$ cat src/rtl/multicycle_ctrl.sv
`default_nettype none
// ============================================================================
// Module   : multicycle_ctrl
// Brief    : Multi-cycle control FSM for an RV32 subset core with memory
//            handshakes, timeout traps and a retired-instruction counter.
// Revision : 1.0 - initial release
// ============================================================================
module multicycle_ctrl #(
    parameter int CNT_W   = 32,
    parameter int TIMEOUT = 255
) (
    input  logic             clk_i,
    input  logic             rst_i,
    input  logic             start_i,
    input  logic             stop_i,
    input  logic [31:0]      instr_i,
    input  logic             imem_ready_i,
    input  logic             dmem_ready_i,
    input  logic             zero_i,
    output logic             imem_re_o,
    output logic             ir_we_o,
    output logic             pc_we_o,
    output logic             pc_src_o,
    output logic [9:0]       imm_op_o,
    output logic [3:0]       alu_ctrl_o,
    output logic             alu_src_o,
    output logic             dmem_re_o,
    output logic             dmem_we_o,
    output logic             reg_we_o,
    output logic             wb_sel_o,
    output logic             busy_o,
    output logic             trap_o,
    output logic [1:0]       trap_cause_o,
    output logic [CNT_W-1:0] retired_o
);

    typedef enum logic [2:0] {
        S_IDLE   = 3'd0,
        S_FETCH  = 3'd1,
        S_DECODE = 3'd2,
        S_EXEC   = 3'd3,
        S_MEM    = 3'd4,
        S_WB     = 3'd5,
        S_TRAP   = 3'd6
    } state_t;

    typedef enum logic [3:0] {
        K_ADD     = 4'd0,
        K_SUB     = 4'd1,
        K_AND     = 4'd2,
        K_OR      = 4'd3,
        K_XOR     = 4'd4,
        K_ADDI    = 4'd5,
        K_SRAI    = 4'd6,
        K_LW      = 4'd7,
        K_SW      = 4'd8,
        K_BEQ     = 4'd9,
        K_ILLEGAL = 4'd10
    } kind_t;

    localparam logic [6:0] c_op_r      = 7'b0110011;
    localparam logic [6:0] c_op_imm    = 7'b0010011;
    localparam logic [6:0] c_op_load   = 7'b0000011;
    localparam logic [6:0] c_op_store  = 7'b0100011;
    localparam logic [6:0] c_op_branch = 7'b1100011;

    localparam logic [3:0] c_alu_add = 4'b0000;
    localparam logic [3:0] c_alu_sub = 4'b0001;
    localparam logic [3:0] c_alu_and = 4'b0010;
    localparam logic [3:0] c_alu_or  = 4'b0011;
    localparam logic [3:0] c_alu_xor = 4'b0100;
    localparam logic [3:0] c_alu_sra = 4'b0101;

    localparam logic [1:0] c_cause_illegal = 2'b01;
    localparam logic [1:0] c_cause_imem    = 2'b10;
    localparam logic [1:0] c_cause_dmem    = 2'b11;

    // The counter only ever needs to hold TIMEOUT-1 before the limit fires.
    localparam int                  c_wait_w     = (TIMEOUT > 1) ? $clog2(TIMEOUT) : 1;
    localparam logic [c_wait_w-1:0] c_wait_limit = c_wait_w'((TIMEOUT > 0) ? TIMEOUT - 1 : 0);

    state_t              r_state;
    state_t              w_next_state;
    logic [31:0]         r_ir;
    logic [c_wait_w-1:0] r_wait;
    logic [c_wait_w-1:0] w_wait_next;
    logic [1:0]          r_cause;
    logic [1:0]          w_cause_next;
    logic [CNT_W-1:0]    r_retired;
    logic                w_retire;
    logic                w_timeout_hit;
    kind_t               w_kind;
    logic                w_unused_ir;

    function automatic kind_t f_decode(input logic [31:0] ins);
        kind_t k;
        k = K_ILLEGAL;
        case (ins[6:0])
            c_op_r: begin
                case ({ins[14:12], ins[31:25]})
                    {3'b000, 7'b0000000}: k = K_ADD;
                    {3'b000, 7'b0100000}: k = K_SUB;
                    {3'b111, 7'b0000000}: k = K_AND;
                    {3'b110, 7'b0000000}: k = K_OR;
                    {3'b100, 7'b0000000}: k = K_XOR;
                    default:              k = K_ILLEGAL;
                endcase
            end
            c_op_imm: begin
                if (ins[14:12] == 3'b000)
                    k = K_ADDI;
                else if (ins[14:12] == 3'b101 && ins[31:25] == 7'b0100000)
                    k = K_SRAI;
            end
            c_op_load:   if (ins[14:12] == 3'b010) k = K_LW;
            c_op_store:  if (ins[14:12] == 3'b010) k = K_SW;
            c_op_branch: if (ins[14:12] == 3'b000) k = K_BEQ;
            default:     k = K_ILLEGAL;
        endcase
        return k;
    endfunction

    assign w_kind        = f_decode(r_ir);
    assign w_timeout_hit = (TIMEOUT != 0) && (r_wait == c_wait_limit);
    // Register and shamt fields are consumed by the datapath, not the controller.
    assign w_unused_ir   = ^r_ir[24:15];

    always_ff @(posedge clk_i) begin
        if (!rst_i) begin
            r_state   <= S_IDLE;
            r_ir      <= '0;
            r_wait    <= '0;
            r_cause   <= '0;
            r_retired <= '0;
        end else begin
            r_state <= w_next_state;
            r_wait  <= w_wait_next;
            r_cause <= w_cause_next;
            if (ir_we_o)
                r_ir <= instr_i;
            if (w_retire)
                r_retired <= r_retired + CNT_W'(1);
        end
    end

    always_comb begin
        w_next_state = r_state;
        w_wait_next  = '0;
        w_cause_next = r_cause;
        w_retire     = 1'b0;
        imem_re_o    = 1'b0;
        ir_we_o      = 1'b0;
        pc_we_o      = 1'b0;
        pc_src_o     = 1'b0;
        imm_op_o     = '0;
        alu_ctrl_o   = c_alu_add;
        alu_src_o    = 1'b0;
        dmem_re_o    = 1'b0;
        dmem_we_o    = 1'b0;
        reg_we_o     = 1'b0;
        wb_sel_o     = 1'b0;

        case (r_state)
            S_IDLE: begin
                if (start_i)
                    w_next_state = S_FETCH;
            end
            S_FETCH: begin
                imem_re_o = 1'b1;
                if (imem_ready_i) begin
                    ir_we_o      = 1'b1;
                    pc_we_o      = 1'b1;
                    w_next_state = S_DECODE;
                end else if (w_timeout_hit) begin
                    w_next_state = S_TRAP;
                    w_cause_next = c_cause_imem;
                end else begin
                    w_wait_next = r_wait + c_wait_w'(1);
                end
            end
            S_DECODE: begin
                imm_op_o = {r_ir[14:12], r_ir[6:0]};
                if (w_kind == K_ILLEGAL) begin
                    w_next_state = S_TRAP;
                    w_cause_next = c_cause_illegal;
                end else begin
                    w_next_state = S_EXEC;
                end
            end
            S_EXEC: begin
                imm_op_o  = {r_ir[14:12], r_ir[6:0]};
                alu_src_o = (w_kind == K_ADDI) || (w_kind == K_SRAI) ||
                            (w_kind == K_LW)   || (w_kind == K_SW);
                case (w_kind)
                    K_SUB, K_BEQ: alu_ctrl_o = c_alu_sub;
                    K_AND:        alu_ctrl_o = c_alu_and;
                    K_OR:         alu_ctrl_o = c_alu_or;
                    K_XOR:        alu_ctrl_o = c_alu_xor;
                    K_SRAI:       alu_ctrl_o = c_alu_sra;
                    default:      alu_ctrl_o = c_alu_add;
                endcase
                case (w_kind)
                    K_LW, K_SW: w_next_state = S_MEM;
                    K_BEQ: begin
                        pc_we_o  = zero_i;
                        pc_src_o = 1'b1;
                        w_retire = 1'b1;
                    end
                    default:    w_next_state = S_WB;
                endcase
            end
            S_MEM: begin
                imm_op_o  = {r_ir[14:12], r_ir[6:0]};
                dmem_re_o = (w_kind == K_LW);
                dmem_we_o = (w_kind == K_SW);
                if (dmem_ready_i) begin
                    if (w_kind == K_LW)
                        w_next_state = S_WB;
                    else
                        w_retire = 1'b1;
                end else if (w_timeout_hit) begin
                    w_next_state = S_TRAP;
                    w_cause_next = c_cause_dmem;
                end else begin
                    w_wait_next = r_wait + c_wait_w'(1);
                end
            end
            S_WB: begin
                imm_op_o = {r_ir[14:12], r_ir[6:0]};
                reg_we_o = (r_ir[11:7] != 5'd0);
                wb_sel_o = (w_kind == K_LW);
                w_retire = 1'b1;
            end
            S_TRAP: begin
                w_next_state = S_TRAP;
            end
            default: begin
                w_next_state = S_IDLE;
            end
        endcase

        if (w_retire)
            w_next_state = stop_i ? S_IDLE : S_FETCH;
    end

    assign busy_o       = (r_state != S_IDLE) && (r_state != S_TRAP);
    assign trap_o       = (r_state == S_TRAP);
    assign trap_cause_o = r_cause;
    assign retired_o    = r_retired;

endmodule
`default_nettype wire

$ cat config.mk
export PLATFORM = sky130hd
export DESIGN_NAME = multicycle_ctrl
export DESIGN_NICKNAME = d
export VERILOG_FILES = /design/src/rtl/multicycle_ctrl.sv
export SDC_FILE = /design/constraint.sdc
export NUM_CORES = 1
export LEC_CHECK = 0
export CORE_MARGIN = 2
export CORE_UTILIZATION = 48
export DETAILED_ROUTE_END_ITERATION = 16
export PLACE_DENSITY = 0.79
export SYNTH_ARGS = -nofsm -noshare
export SYNTH_HDL_FRONTEND = slang
export SYNTH_SLANG_ARGS = --single-unit
$ cat constraint.sdc
create_clock -name clk_i -period 3 [get_ports clk_i]
set_input_delay 0.75 -clock clk_i [delete_from_list [all_inputs] [get_ports clk_i]]
set_output_delay 0.75 -clock clk_i [all_outputs]
set_load 0.005 [all_outputs]
==> images/closeup.png <==
Region (33, 15) to (58, 40) um. Cells in gray, sequential cells in the stronger gray; small squares are vias.
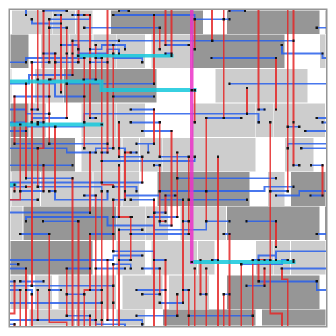
legend:
  red:
    layer: M2
  blue:
    layer: M1
  cyan:
    layer: M3
  magenta:
    layer: M4
sequential cells in the window: 10
most frequent: dfxtp_1 (10), nor2_1 (5)
cells with their middle in the window: 50
netlist names of flops here include: retired_o (6), r_state (2), r_wait (2)

==> images/pinout.png <==
(4 px per um) Pins as bars across the die edge, other pins in gray.
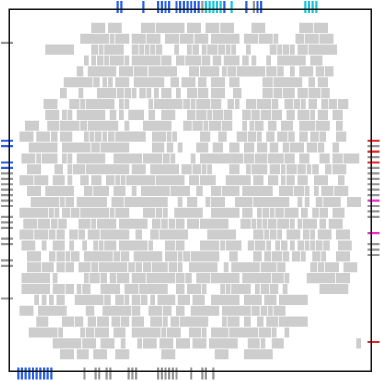
legend:
  red:
    port: alu_ctrl_o
    pins: 4
    direction: output
    edge: east
  cyan:
    port: imm_op_o
    pins: 10
    direction: output
    edge: north
  blue:
    port: instr_i
    pins: 32
    direction: input
    edge: 18 north, 10 south, 4 west
  magenta:
    port: trap_cause_o
    pins: 2
    direction: output
    edge: east
vertical die dimension: 90.1 um
tally of buffers added on design ports: 86
chip width: 90.1 um

==> CHANGELOG.md <==
### Physical design

* Number of buffers added by the clock tree synthesis step at 9
* Sort of element at the end of the critical path: primary output
* Worst setup margin at -538 ps
* Post-synthesis instance area at 0.00356 mm^2
* Worst slew margin relative to its limit at 0.608
* Routed wire per std cell at 15.1 um
* Wirelength, routed at 10.5 mm
* Number of DRC violations after detailed-routing iteration 0 at 198
* Ratio of cells with drive above 1 in the final layout at 0.179
* Vias in the first global route at 3513
* Maximum buffer depth of the clock tree at 2
* Relative area change from synthesis to final layout at 45.3%
* Number of top-level pins at 98
* Areal power density over the cells at 461 mW/mm^2
* Number of max-cap violations at 0
* Post-synth top area cell: sky130_fd_sc_hd__dfxtp_1
* Number of core rows at 31
* Core footprint at 0.00721 mm^2
* CTS tree: yes
* Violations in the final reports: negative setup slack
* Root cell of the clock tree: sky130_fd_sc_hd__clkbuf_8
* Final count of hold timing violations at 0
* Top cell type by instance count after synthesis: sky130_fd_sc_hd__nand2_1
* Mean area per synthesized cell at 7.73 um^2
* # diodes at 0
* Max-area cell share at 0.377
* Tcrit/Tclk final at 1.18
* Type of the setup path with the least slack: register to primary output
* Worst setup skew after layout at 10.1 ps
* Detail-routed via count per cell at 5.60
* Number of cell instances after yosys synthesis at 461
* CTS clk-pin slew, worst paths at 70 ps
* Number of clock sinks at 67
* Global routing usage summed across all routing layers at 0.247
* Number of nets at the end of the flow at 631
* Final setup fails at 7
* Starting density of the core at 0.494
* Total count of max-transition violations in the final report at 0
* Vias post-DR at 3870
* Worst min-delay path category: register to register
* Final Wtd Congestion at 0.961
* Total of warnings raised by yosys at 0
* Outcome: finished, violations left
==> images/gates.png <==
(3 px per um)
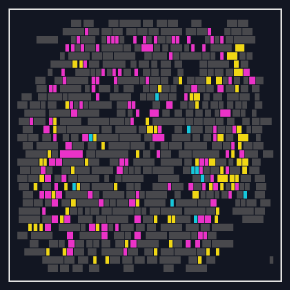
legend:
  cyan:
    family: inv cells
    cells: 10
  yellow:
    family: nor cells
    cells: 75
    where: all over the die
  magenta:
    family: nand cells
    cells: 120
    where: all over the die
most common library cell in the layout ignoring fill and taps: sky130_fd_sc_hd__clkdlybuf4s50_1
logic share of the area: 0.417
count of placed standard cells in the final layout, fillers left out: 691

what timing repair did:
item	in CTS	in global routing
setup endpoints to repair	9	51
gates resized	45	12
hold buffers	0	0
pin swaps	14	6
buffers inserted	9	2
flip-flops by register name, indices dropped and copies added, names as in the netlist:
name          cells
r_ir             22
r_wait            8
r_state           3
trap_cause_o      2
retired_o        32
stage by stage:
stage          utilization  TNS (ps)  hold slack (ps)  cells  cell area [um^2]
6_report             0.717     -3260              457    691              5170
2_1_floorplan            -         0              436    461              3560
4_1_cts              0.710     -7640              460    690              5120
3_3_place_gp         0.666     -2190              446    668              4810
3_5_place_dp         0.666     -2500              448    668              4810
5_1_grt              0.717     -3840              476    691              5170
cells by family after synthesis:
family / share of synthesized area
buf+inv: 0.0411
other cells: 0.00105
xor+xnor: 0.0787
flops: 0.377
compound gates: 0.135
fa+ha+maj: 0.0176
mux: 0.00597
simple gates: 0.345
worst max-delay path, cell delays in order (launching register included):
cell and delay, ps:
sky130_fd_sc_hd__dfxtp_2 320, sky130_fd_sc_hd__or4_4 540, sky130_fd_sc_hd__or2_4 270, sky130_fd_sc_hd__or4_4 440, sky130_fd_sc_hd__o31ai_4 220, sky130_fd_sc_hd__buf_4 150
sky130_fd_sc_hd__and2b_1 190, sky130_fd_sc_hd__nor2_2 110, sky130_fd_sc_hd__o22ai_2 70, sky130_fd_sc_hd__buf_2 130
cell type report:
| type | instances | area (um^2) |
|---|---|---|
| repair buffers | 139 | 1260 |
| clock buffers | 10 | 138 |
| clock inverters | 6 | 111 |
| multi-input cells | 360 | 2160 |
| well taps | 99 | 124 |
| fillers | 577 | 2040 |
| inverters | 10 | 37.5 |
| flip-flops and latches | 67 | 1350 |
power breakdown:
| part | leakage [nW] | total (mW) | internal [mW] | switching, mW |
|---|---|---|---|---|
| clock | 0.123 | 0.931 | 0.576 | 0.355 |
| sequential | 0.543 | 0.963 | 0.930 | 0.0332 |
| combinational | 1.32 | 0.494 | 0.238 | 0.256 |
| total | 1.98 | 2.39 | 1.74 | 0.644 |
per-layer routing:
metal,up-vias,part of all wire,track usage
met5,-,0,0
met4,0,0.018,0.0808
met3,25,0.066,0.0662
met2,161,0.49,0.399
met1,1826,0.43,0.320
li1,1858,-,-
path summary, 6_finish.rpt:
path | slack (ps) | end | depth (start not counted) | start
setup / recovery | -540 | alu_ctrl_o[0] | 9 | r_ir[28]$_SDFFE_PN0P_
hold / removal | 460 | r_ir[28]$_SDFFE_PN0P_ | 2 | r_ir[28]$_SDFFE_PN0P_
setup reg to reg | 60 | retired_o[24]$_SDFFE_PN0P_ | 10 | r_ir[28]$_SDFFE_PN0P_
hold reg to reg | 460 | r_ir[28]$_SDFFE_PN0P_ | 2 | r_ir[28]$_SDFFE_PN0P_
Power and IR drop assume default switching activity.
